--- src/rtl/lfsr_pkg.sv ---
// Shared types, default tap masks and the single-step LFSR function.
// Define LFSR_GALOIS_EN to switch every step to the Galois form.
package lfsr_pkg;

  typedef enum logic [1:0] {
    ST_IDLE = 2'd0,
    ST_RUN  = 2'd1,
    ST_DONE = 2'd2
  } state_e;

  localparam logic [63:0] TAPS_W8         = 64'h0000_0000_0000_00B8;
  localparam logic [63:0] TAPS_W16        = 64'h0000_0000_0000_B400;
  localparam logic [63:0] TAPS_W32        = 64'h0000_0000_A300_0000;
  localparam logic [63:0] TAPS_W32_GALOIS = 64'h0000_0000_8020_0003;

  function automatic logic [63:0] width_mask(input int width);
    if (width >= 64) return '1;
    return (64'd1 << width) - 64'd1;
  endfunction

  // Bit-reversing the Fibonacci mask gives the same characteristic polynomial
  // in Galois form, so both builds share the same period.
  function automatic logic [63:0] galois_taps(input logic [63:0] taps, input int width);
    logic [63:0] g;
    g = '0;
    for (int i = 0; i < 64; i++) begin
      if (i < width) g[width-1-i] = taps[i];
    end
    return g;
  endfunction

  function automatic logic [63:0] lfsr_step(input logic [63:0] d, input logic [63:0] taps,
                                            input int width);
    logic [63:0] m;
    logic [63:0] nxt;
    m = width_mask(width);
`ifdef LFSR_GALOIS_EN
    if (d[width-1]) nxt = ((d << 1) ^ galois_taps(taps, width)) | 64'd1;
    else            nxt = d << 1;
`else
    nxt = (d << 1) | {63'd0, ^(d & taps & m)};
`endif
    return nxt & m;
  endfunction

endpackage

--- src/rtl/lfsr_step_chain.sv ---
// Combinational unroll of up to STEPS LFSR steps; k selects how many are applied.
module lfsr_step_chain
  import lfsr_pkg::*;
#(
  parameter int          WIDTH = 16,
  parameter logic [63:0] TAPS  = 64'hB400,
  parameter int          STEPS = 1
) (
  input  logic [WIDTH-1:0] d,
  input  logic [3:0]       k,
  output logic [WIDTH-1:0] d_next
);

  always_comb begin
    logic [WIDTH-1:0] stage;
    stage  = d;
    d_next = d;
    for (int i = 1; i <= STEPS; i++) begin
      stage = WIDTH'(lfsr_step(64'(stage), TAPS, WIDTH));
      if (4'(i) == k) d_next = stage;
    end
  end

endmodule

--- src/rtl/lfsr_stepper.sv ---
// Seedable LFSR that advances a requested number of steps, up to STEPS_PER_CYC per clock.
// Build option: LFSR_GALOIS_EN selects Galois-form stepping (same ports and FSM).
module lfsr_stepper
  import lfsr_pkg::*;
#(
  parameter int          WIDTH         = 16,
  parameter logic [63:0] TAPS          = 64'hB400,
  parameter logic [63:0] SEED          = 64'd1,
  parameter int          STEPS_PER_CYC = 1,
  parameter int          CNT_W         = 8
) (
  input  logic             clk,
  input  logic             rst,
  input  logic             load,
  input  logic [WIDTH-1:0] seed_in,
  input  logic             start,
  input  logic [CNT_W-1:0] nsteps,
  output logic [WIDTH-1:0] q,
  output logic             busy,
  output logic             done,
  output logic             zero_seed
);

  state_e           state;
  logic [WIDTH-1:0] d;
  logic [WIDTH-1:0] d_run;
  logic [CNT_W-1:0] rem;
  logic [3:0]       k;
  logic             seed_is_zero;
  logic [WIDTH-1:0] seed_val;

  // An all-zero seed would lock the register, so it is replaced by 1.
  assign seed_is_zero = (seed_in == '0);
  assign seed_val     = seed_is_zero ? WIDTH'(1) : seed_in;

  always_comb begin
    if (int'(rem) < STEPS_PER_CYC) k = 4'(rem);
    else                           k = 4'(STEPS_PER_CYC);
  end

  lfsr_step_chain #(
    .WIDTH (WIDTH),
    .TAPS  (TAPS),
    .STEPS (STEPS_PER_CYC)
  ) u_chain (
    .d      (d),
    .k      (k),
    .d_next (d_run)
  );

  always_ff @(posedge clk or negedge rst) begin
    if (!rst) begin
      state     <= ST_IDLE;
      d         <= WIDTH'(SEED);
      rem       <= '0;
      zero_seed <= 1'b0;
    end else begin
      case (state)
        ST_IDLE: begin
          if (load) begin
            d <= seed_val;
            if (seed_is_zero) zero_seed <= 1'b1;
          end
          if (start) begin
            if (nsteps != '0) begin
              rem   <= nsteps;
              state <= ST_RUN;
            end else begin
              state <= ST_DONE;
            end
          end
        end
        ST_RUN: begin
          d   <= d_run;
          rem <= rem - CNT_W'(k);
          if (rem == CNT_W'(k)) state <= ST_DONE;
        end
        ST_DONE: begin
          if (load) begin
            d <= seed_val;
            if (seed_is_zero) zero_seed <= 1'b1;
          end
          state <= ST_IDLE;
        end
        default: state <= ST_IDLE;
      endcase
    end
  end

  assign q    = d;
  assign busy = (state == ST_RUN);
  assign done = (state == ST_DONE);

endmodule

--- config.mk ---
export PLATFORM = sky130hd
export DESIGN_NAME = lfsr_stepper
export DESIGN_NICKNAME = d
export VERILOG_FILES = /design/src/rtl/lfsr_pkg.sv /design/src/rtl/lfsr_step_chain.sv /design/src/rtl/lfsr_stepper.sv
export SDC_FILE = /design/constraint.sdc
export NUM_CORES = 1
export LEC_CHECK = 0
export CAP_MARGIN = 20
export CORE_MARGIN = 3
export CORE_UTILIZATION = 45
export CTS_BUF_LIST = sky130_fd_sc_hd__clkbuf_16
export CTS_CLUSTER_SIZE = 28
export DETAILED_ROUTE_END_ITERATION = 6
export GPL_TIMING_DRIVEN = 0
export MAX_ROUTING_LAYER = met4
export PLACE_DENSITY = 0.77
export SLEW_MARGIN = 15
export SYNTH_ARGS = -nofsm -noshare
export SYNTH_HDL_FRONTEND = slang
export SYNTH_SLANG_ARGS = --single-unit
export TNS_END_PERCENT = 5
--- constraint.sdc ---
create_clock -name clk -period 2.76 [get_ports clk]
set_input_delay 0.414 -clock clk [delete_from_list [all_inputs] [get_ports clk]]
set_output_delay 0.414 -clock clk [all_outputs]
set_load 0.05 [all_outputs]
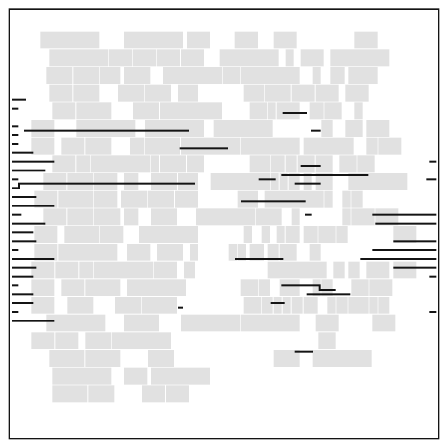
*M3 wires, run 1*
main direction: horizontal
nets with wire on the layer: 44
wire length on this layer: 249 um

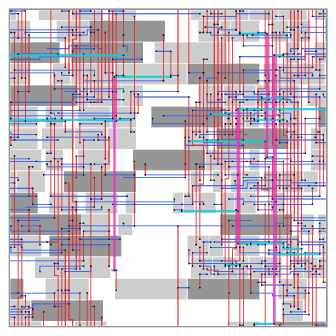
*Layout detail, run 1*
Region (13, 13) to (53, 53) um. Cells in gray, sequential cells in the stronger gray; small squares are vias.
| layer | color |
|---|---|
| metal 3 | cyan |
| metal 1 | blue |
| metal 2 | red |
| metal 4 | magenta |
most frequent: dfrtp_1 (13), mux2_2 (11), nor2_1 (9)
netlist names of flops here include: q (8), rem (4), state (2)
sequential cells in the window: 14
cells with their middle in the window: 101

==> ci_impl_report.md, run 1 <==
### Metrics collected by this job

| Metric | Value |
|---|---|
| Most instantiated logic cell after routing | clkdlybuf4s50_1 |
| Max cap viols | 0 |
| AO/OA Area Share | 11.73% |
| Setup Buffers After CTS | 0 |
| Placement Rows | 21 |
| Gates resized, CTS repair | 0 |
| Post-Synth Adder-Cell Area | 0.7770% |
| CP Class | flip-flop to output port |
| Max-slew violation count | 0 |
| Hold Vio Cnt, Final | 0 |
| Setup slack, reg-to-reg | 0.30 ns |
| Final ANT Viol Nets | 0 |
| Drt via density | 5.820 |
| Worst Setup SP | state[1]$_DFFE_PN0P_ |
| Pre-CTS setup slack | 0.1739 ns |
| Mux area share | 26.65% |
| PortBufs | 46 |
| Status | complete, no violations |
| Initial detailed-routing violation count | 129 |
| Total die size | 4332 sq um |
| Finish-stage setup viols | 0 |
| First-pass DRT Iterations | 4 |
| Layout net count | 223 |
| Post-Layout Inst Area | 2212 sq um |
| Largest net degree at the start of global routing | 28 |
| Grt met3 use | 3.061% |
| Finished Core Util | 65.26% |
| Post-DR wirelength/cell | 17.27 um |
| Die width | 65.82 um |
| Worst r2r dst | rem[6]$_DFFE_PN0P_ |
| Setup_tns | 0 ns |
| Worst R2R Path Depth | 7 |
| Power Total | 2947 uW |
| Placed inst area | 2123 sq um |
| Yosys Instances | 143 |
| N_diodes | 0 |
| Warnings from Yosys | 0 |
| RSZ-0062 raised after global routing | no |
| CP Data Arrival Time | 2.16 ns |
| WP data required | 2.35 ns |
| Ys flop type | dfrtp_1 |
| First-pass GRT wire length | 6775 um |
| Post-Synth Simple-Gate Area | 13.60% |
| Unique cell types | 43 |
| Clock group share of total power | 11.3% |
| CP startpoint kind | flip-flop |
| Minimum clock period | 2.570 ns |
| CTS root buf | clkbuf_16 |
| Met3 routed WL | 248 um |
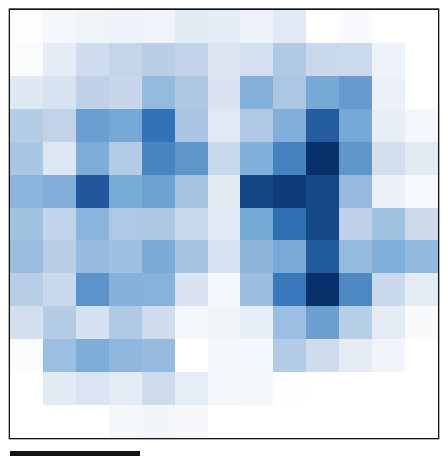
*Signal metal coverage by tile, run 1*
Bar = 20 um. The die is cut into 13 by 13 equal tiles; white is low, dark blue is high, scaled to the fullest tile. Values are wire area over tile area, all layers added.
densest ninth of the die: east
mean over tiles: 0.15
nearly empty tiles: 14%

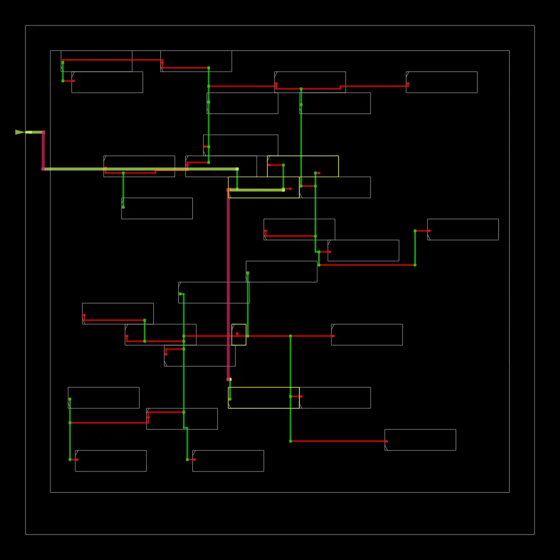
*Clock wiring as the flow saved it, run 1*
clkbuf count: 3
clk sinks: 27
clock latency on the worst-skew pair: 0.26 ns

[run 1: worst min-delay path by stage]
stage                          startpoint  slack, ns  cells past startpoint                    end
floorplan                             rst       0.12                      0      q[10]$_DFFE_PN0P_
global placement    zero_seed$_DFFE_PN0P_       0.47                      1  zero_seed$_DFFE_PN0P_
detailed placement  zero_seed$_DFFE_PN0P_       0.46                      1  zero_seed$_DFFE_PN0P_
CTS                                   rst       0.19                      1     rem[4]$_DFFE_PN0P_
global route                          rst       0.22                      1     rem[4]$_DFFE_PN0P_
finish                                rst       0.17                      1     rem[1]$_DFFE_PN0P_
[run 1: area by class of cell]
class / count / area, sq um / share of cell area [%]
buffer: 7 / 35.03 / 1.584
tap: 46 / 57.56 / 2.602
sequential: 27 / 676.9 / 30.60
timing repair buffer: 46 / 455.4 / 20.59
multi-input combinational: 103 / 884.6 / 39.99
inverter: 6 / 22.52 / 1.018
clock buffer: 3 / 75.07 / 3.394
clock inverter: 1 / 5.005 / 0.2262
[run 1: synth_stat cells, types with 3 or more instances]
cell      number
nor3_1         6
mux2_4        10
nor4_1         7
a21oi_1        3
o21ai_0        3
or4_1          4
clkbuf_1       5
dfrtp_1       26
nor2_1         9
a22oi_1        4
mux2_2        23
inv_1          6
nand2_1        3
[run 1: power groups by stage]
stage	registers, uW	logic, uW	clock network, uW
floorplan	1190	910	0
global placement	800	1750	0
detailed placement	808	1800	0
CTS	806	1810	341
global route	853	1910	355
finish	819	1800	332
[run 1: critical path: stages (launching register included)]
cell and delay (ns):
dfrtp_1 0.39, clkbuf_1 0.38, inv_1 0.18, nor2_1 0.13, clkdlybuf4s50_1 0.81
[run 1: state kept, by name (all words and copies together), names as in the netlist]
register,count
q,16
rem,8
state,2
zero_seed,1
==> inputs of run 2 (changes only) <==
--- a/config.mk
+++ b/config.mk
@@ -6,14 +6,16 @@
 export NUM_CORES = 1
 export LEC_CHECK = 0
 export CAP_MARGIN = 20
+export CELL_PAD_IN_SITES_DETAIL_PLACEMENT = 0
+export CELL_PAD_IN_SITES_GLOBAL_PLACEMENT = 1
 export CORE_MARGIN = 3
-export CORE_UTILIZATION = 45
+export CORE_UTILIZATION = 36
 export CTS_BUF_LIST = sky130_fd_sc_hd__clkbuf_16
 export CTS_CLUSTER_SIZE = 28
 export DETAILED_ROUTE_END_ITERATION = 6
 export GPL_TIMING_DRIVEN = 0
 export MAX_ROUTING_LAYER = met4
-export PLACE_DENSITY = 0.77
+export PLACE_DENSITY_LB_ADDON = 0.1
 export SLEW_MARGIN = 15
 export SYNTH_ARGS = -nofsm -noshare
 export SYNTH_HDL_FRONTEND = slang
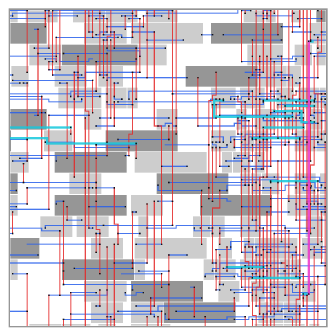
*Layout detail, run 2*
Region (16, 16) to (56, 56) um. Cells in gray, sequential cells in the stronger gray; small squares are vias.
| layer | color |
|---|---|
| metal 1 | blue |
| metal 4 | magenta |
| metal 3 | cyan |
| metal 2 | red |
most frequent: mux2_2 (14), dfrtp_1 (12), nor2_1 (8)
cells with their middle in the window: 97
netlist names of flops here include: q (7), rem (4)
sequential cells in the window: 13

==> ci_impl_report.md, run 2 <==
### Metrics collected by this job

| Metric | Value |
|---|---|
| Status | complete, no violations |
| Final ANT Viol Nets | 0 (unchanged) |
| Gates resized, CTS repair | 0 (unchanged) |
| Largest delay share family, worst path | simple AND/OR/NAND/NOR gates |
| Worst path slowest cell | or4_4 |
| Max-slew violation count | 0 (unchanged) |
| Critical path's largest stage delay | 0.59 ns (-0.22 ns) |
| Post-DR wirelength/cell | 16.95 um (-1.9%) |
| N_diodes | 0 (unchanged) |
| Logic area | 875.8 sq um (-0.99%) |
| Worst R2R Path Depth | 7 (unchanged) |
| Warnings from Yosys | 0 (unchanged) |
| Layout net count | 223 (unchanged) |
| Synth top cell by count | dfrtp_1 |
| Worst Setup SP | rem[5]$_DFFE_PN0P_ |
| Ys flop type | dfrtp_1 |
| Die width | 72.88 um (+11%) |
| Minimum clock period | 2.623 ns (+0.05307 ns) |
| Setup_tns | 0 ns (unchanged) |
| Unique cell types | 43 (unchanged) |
| Max reg flops | 16 (unchanged) |
| Clock latency on the worst-skew pair | 0.26 ns (about the same) |
| Seq. cell area | 676.9 sq um (unchanged) |
| Finish-stage setup viols | 0 (unchanged) |
| Synth cell count leaders | dfrtp_1, mux2_2, mux2_4, nor2_1, nor4_1 |
| Drt via density | 5.486 (-5.7%) |
| Total die size | 5311 sq um (+23%) |
| Clk sinks | 27 (unchanged) |
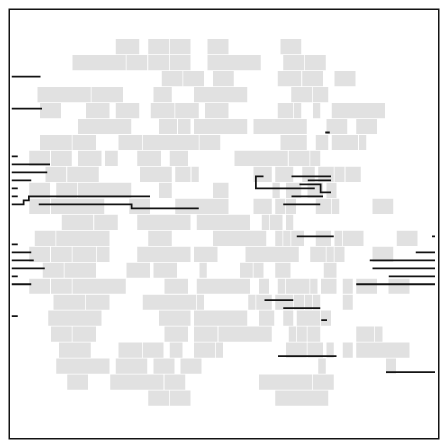
*M3 wires, run 2*
main direction: horizontal
wire length on this layer: 216 um
nets with wire on the layer: 33
longest straight run: 20.5 um
final wirelength: 4119 um
grt met3 use: 3.030%
DR vias: 1333

-- run 2: stage by stage --
stage                     power, uW  setup slack, ns  std cells  hold slack [ns]
after floorplan                2103           0.5358        143           0.1184
after global placement         2572           0.1798        239           0.4851
after detailed placement       2600           0.2005        239           0.4698
after CTS                      2940           0.1773        243           0.1897
after global routing           3090          0.03360        243           0.2132
final                          2921           0.1366        243           0.1637
-- run 2: final cells by class --
type | instances | share of cell area (%)
Multi-Input combinational cell | 103 | 39.68
Sequential cell | 27 | 30.67
Timing Repair Buffer | 46 | 20.63
Clock buffer | 3 | 3.401
Tap cell | 50 | 2.834
Buffer | 7 | 1.587
Inverter | 6 | 1.020
Clock inverter | 1 | 0.1701
-- run 2: worst max-delay path by stage --
stage	end	slack, ns
6_report	rem[6]$_DFFE_PN0P_	0.14
5_1_grt	rem[6]$_DFFE_PN0P_	0.03
3_5_place_dp	rem[6]$_DFFE_PN0P_	0.20
2_1_floorplan	rem[6]$_DFFE_PN0P_	0.54
3_3_place_gp	rem[6]$_DFFE_PN0P_	0.18
4_1_cts	rem[6]$_DFFE_PN0P_	0.18
-- run 2: logic make-up after synthesis --
| kind of cell | synth area share, % |
|---|---|
| xor+xnor | 1.632 |
| compound gates | 11.73 |
| mux | 26.65 |
| fa+ha+maj | 0.7769 |
| simple gates | 13.60 |
| buf+inv | 3.574 |
| flops | 42.04 |
-- run 2: per-layer routing --
layer | global-route usage, % | vias up | wire [um]
met5 | - | - | 0
met4 | 6.352 | 0 | 53
met3 | 3.030 | 4 | 216
met2 | 26.85 | 48 | 2016
met1 | 20.83 | 637 | 1832
li1 | - | 644 | -
-- run 2: power breakdown --
| part | switching, uW | internal, uW |
|---|---|---|
| sequential | 209 | 605 |
| combinational | 913 | 866 |
| clock | 135 | 194 |
No activity file was given, so power comes from the tool's default toggle rates.
